==> src/rtl/fetch_unit.sv <==
// Instruction-fetch stage: owns the PC, issues one imem request at a time and
// presents {pc, instruction, pc+4} to decode over a valid/ready handshake.
module fetch_unit #(
  parameter logic [31:0] RESET_PC = 32'h0000_8000,
  parameter logic [31:0] NOP_INST = 32'h0000_0013
) (
  input  logic        clk,
  input  logic        rst_n,
  input  logic [31:0] npc,
  input  logic        npc_valid,
  output logic        imem_req,
  output logic [31:0] imem_addr,
  input  logic        imem_gnt,
  input  logic        imem_rvalid,
  input  logic [31:0] imem_rdata,
  output logic        if_valid,
  input  logic        id_ready,
  output logic [31:0] if_pc,
  output logic [31:0] if_inst,
  output logic [31:0] if_npc_default,
  output logic        misalign_err
);

  typedef enum logic [1:0] {S_REQ, S_WAIT, S_VALID, S_IDLE} state_e;

  state_e      state_q, state_d;
  logic [31:0] pc_q, pc_d;
  logic [31:0] inst_q, inst_d;
  logic        drop_q, drop_d;
  logic        misalign_q, misalign_d;

  always_comb begin
    state_d    = state_q;
    pc_d       = pc_q;
    inst_d     = inst_q;
    drop_d     = drop_q;
    misalign_d = 1'b0;

    unique case (state_q)
      S_REQ:   if (imem_gnt) state_d = S_WAIT;
      S_WAIT: begin
        if (imem_rvalid) begin
          if (drop_q) begin
            drop_d  = 1'b0;
            state_d = S_REQ;
          end else begin
            inst_d  = imem_rdata;
            state_d = S_VALID;
          end
        end
      end
      S_VALID: begin
        if (id_ready) begin
          inst_d  = NOP_INST;
          state_d = S_IDLE;
        end
      end
      default: state_d = state_q;
    endcase

    // A redirect overrides whatever the state machine decided above.
    if (npc_valid) begin
      pc_d       = {npc[31:2], 2'b00};
      misalign_d = |npc[1:0];
      unique case (state_q)
        S_IDLE:  state_d = S_REQ;
        S_VALID: begin
          inst_d  = NOP_INST;
          state_d = S_REQ;
        end
        S_REQ: begin
          if (imem_gnt) begin
            drop_d  = 1'b1;
            state_d = S_WAIT;
          end else begin
            state_d = S_REQ;
          end
        end
        default: begin
          if (imem_rvalid) begin
            inst_d  = NOP_INST;
            drop_d  = 1'b0;
            state_d = S_REQ;
          end else begin
            drop_d  = 1'b1;
          end
        end
      endcase
    end
  end

  always_ff @(posedge clk or negedge rst_n) begin
    if (!rst_n) begin
      state_q    <= S_REQ;
      pc_q       <= RESET_PC;
      inst_q     <= NOP_INST;
      drop_q     <= 1'b0;
      misalign_q <= 1'b0;
    end else begin
      state_q    <= state_d;
      pc_q       <= pc_d;
      inst_q     <= inst_d;
      drop_q     <= drop_d;
      misalign_q <= misalign_d;
    end
  end

  // The reset state is REQ, so the request must be gated while reset is held.
  assign imem_req       = rst_n & (state_q == S_REQ);
  assign imem_addr      = pc_q;
  assign if_valid       = (state_q == S_VALID);
  assign if_pc          = pc_q;
  assign if_inst        = inst_q;
  assign if_npc_default = pc_q + 32'd4;
  assign misalign_err   = misalign_q;

endmodule
==> config.mk <==
export PLATFORM = sky130hd
export DESIGN_NAME = fetch_unit
export DESIGN_NICKNAME = d
export VERILOG_FILES = /design/src/rtl/fetch_unit.sv
export SDC_FILE = /design/constraint.sdc
export NUM_CORES = 1
export LEC_CHECK = 0
export ABC_AREA = 1
export CORE_ASPECT_RATIO = 1.1
export CORE_MARGIN = 2
export CORE_UTILIZATION = 35
export CTS_BUF_LIST = sky130_fd_sc_hd__clkbuf_4 sky130_fd_sc_hd__clkbuf_8 sky130_fd_sc_hd__clkbuf_16
export DETAILED_ROUTE_END_ITERATION = 8
export HOLD_SLACK_MARGIN = 0.06
export PLACE_DENSITY = 0.68
export SLEW_MARGIN = 0
export SYNTH_ARGS = -nofsm -noshare
export SYNTH_HDL_FRONTEND = slang
export SYNTH_SLANG_ARGS = --single-unit
==> constraint.sdc <==
create_clock -name clk -period 1.7 [get_ports clk]
set_clock_uncertainty 0.2 [all_clocks]
set_input_delay 0.255 -clock clk [delete_from_list [all_inputs] [get_ports clk]]
set_output_delay 0.255 -clock clk [all_outputs]
set_load 0.01 [all_outputs]
route_heat.png
Drawn at 3 px/µm. The die is cut into 23 by 25 equal tiles; dark purple is low, yellow is high, scaled to the fullest tile. Values are wire area over tile area, all layers added.
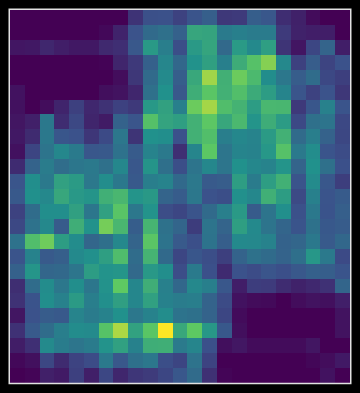
emptiest ninth of the die: top left
tiles over half the peak: 19%
mean over tiles: 0.27
fullest tile: 0.86
nearly empty tiles: 12%
overall routing resource usage: 26.7%
final wirelength: 22400 µm

closeup.png
Window x 32 to 82, y 62 to 112 µm. Cells in grey, sequential cells in the stronger grey; small squares are vias.
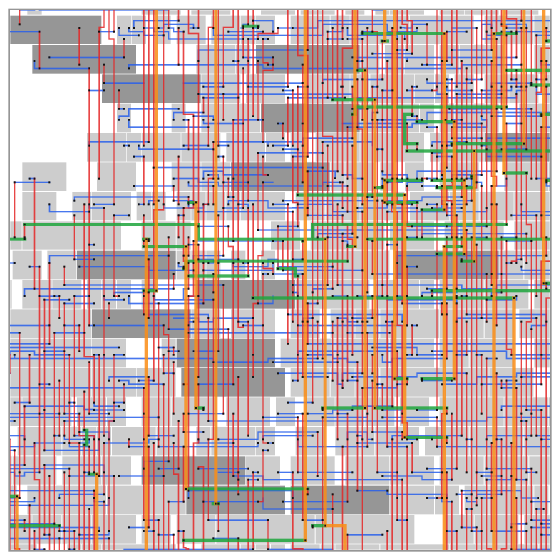
legend:
  M1:
    colour: blue
  M3:
    colour: green
  M2:
    colour: red
  M4:
    colour: orange
netlist names of flops here include: `if_pc` (14)
sequential cells in the window: 16
cells with their middle in the window: 219
most frequent: nand2_1 (41), buf_4 (38), buf_6 (23)

placed.png
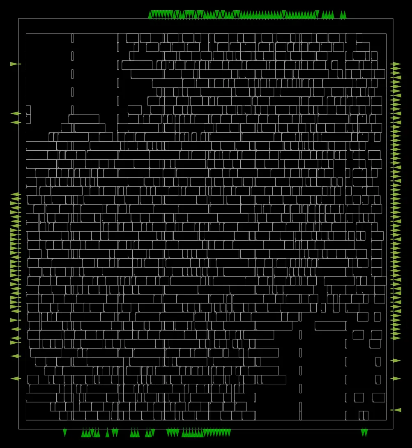
fin cells: 1149
core region area: 12800 µm²
post-layout utilization of the core: 70.7%
number of placement rows: 43
final-layout fill cell count: 888

==> summary.txt <==
Reports from this run.

- The flow ran to the end, but the final reports show violations.
- The final reports fail on setup timing.
- The most frequent cell after synthesis is sky130_fd_sc_hd__nand2_1.
- The first global-routing pass estimated just under 30000 µm of wire.
- Setup repair after global routing could not meet its margin everywhere.
- The most used flip-flop cell is sky130_fd_sc_hd__dfrtp_1.
- The switching part of the total reads 46.1%.
- Looking at the clock tree report, the maximum root-to-sink buffer count equals 2.
- The total cell area at the placement stage reads 7070 µm².
- During tapcell insertion the tool placed approximately 160 well taps.
- The setup slack after layout is -0.570 ns.
- The final-report hold violation count is 0.
- The script logs the ratio of routed vias to standard cells as 5.27.
- The final net count reads 1063.
- On the worst path, the slowest cell contributes a delay of 0.60 ns.
- The H-tree was split into 3 levels.
- According to the timing report, the arrival time at the worst endpoint equals 1.81 ns.
- The number of inverters outside the clock class in the layout reads 37.
- Per the OpenROAD power report, leakage power amounts to 4.30 nW.
- The critical path is of the reg2out type.
- For the finished layout, the period the worst path requires is between 2 and 2.5 ns.
- The most numerous cell on the critical path reads sky130_fd_sc_hd__nand2_1.
- The global-route met1 utilization reads 31.3%.
- The number of flops mapped to enable cells by yosys reads 0.
- The cell count after synthesis came out at 691.
- The residual antenna-violating net count after detailed routing is 0.
- The tightest hold path in the finished design has a slack of 0.195 ns.
- The synthesized cell area reads about 4600 µm².
- The highest routed metal layer reads met4.
- The initial antenna violation count reads 1.
- After detailed placement, the design holds a cell count of between 1000 and 1500.
- The path class of the tightest hold or removal check is in2reg.
- The worst setup slack after placement reads -0.521 ns.
- According to the timing report, the critical path is launched from if_pc[15].
- The number of setup violations in the final report reads 68.
- The peak fanout along the critical path is 3.
- The die area is 14100 µm².
- Following the worst setup path forward leads to its endpoint at if_npc_default[24].
- The number of sequential cells reported for the layout is 66.
- The fraction of synthesized cell area taken by the top area cell type reads 33.7%.
- The accumulated negative setup slack is -19.62 ns.
- The part of the power in combinational logic is 64.9%.
- The area fraction of clock buffers and clock inverters reads 3.62%.
- The total tool warning count is 34.
- The transition at the pin with the smallest max-transition slack reads 0.509 ns.
- The Yosys chip area reads 4600 µm².
- The plain and repair buffers instantiated in the layout total 342.
- Post-CTS repair changed the size of 412 cells.
- The count of routing violations after the opening detailed-route iteration reads 381.
- The worst-case IR drop observed on VDD is 1120 µV.
- The met3 wire length is 1680 µm.
## worst max-delay path, delay by kind of cell, from the launching register on
family                 cells  cell delay (ns)
DFF                        1             0.60
and+or+nand+nor            7             0.73
buffers and inverters      1             0.13
## power groups by stage
stage | clock (mW) | combinational (mW) | sequential [mW]
final | 2.09 | 8.57 | 2.54
after global routing | 2.17 | 9.06 | 2.57
after CTS | 2.09 | 6.86 | 2.43
after detailed placement | 0 | 5.69 | 2.44
after global placement | 0 | 5.60 | 2.45
after floorplan | 0 | 3.18 | 2.60
## logic make-up (layout without fill, tap and decap cells)
kind of cell             count (synthesis)  in the layout  share of synthesized area (%)
AND/OR/NAND/NOR                        439            442                           38.8
buffers and inverters                  103            395                           12.9
AND-OR/OR-AND                           59             59                           7.20
other                                    1              7                         0.0815
adder cells (fa/ha/maj)                  7              7                           1.90
XOR/XNOR                                16             16                           3.04
flip-flops                              66             66                           36.0
## placed cells by master (no fill, tap or decap), types with 20 or more instances in the layout
master,instances
sky130_fd_sc_hd__nand3_1,22
sky130_fd_sc_hd__nor2_2,28
sky130_fd_sc_hd__inv_1,24
sky130_fd_sc_hd__buf_6,51
sky130_fd_sc_hd__nand2_4,24
sky130_fd_sc_hd__nand2_2,48
sky130_fd_sc_hd__nor2_4,45
sky130_fd_sc_hd__a21oi_2,30
sky130_fd_sc_hd__buf_4,87
sky130_fd_sc_hd__nor2_1,60
sky130_fd_sc_hd__dfrtp_1,56
sky130_fd_sc_hd__clkdlybuf4s50_1,68
sky130_fd_sc_hd__dlygate4sd2_1,71
sky130_fd_sc_hd__nand2_1,178
sky130_fd_sc_hd__o21ai_0,20
sky130_fd_sc_hd__buf_2,39
No activity file was given, so power comes from the tool's default toggle rates.
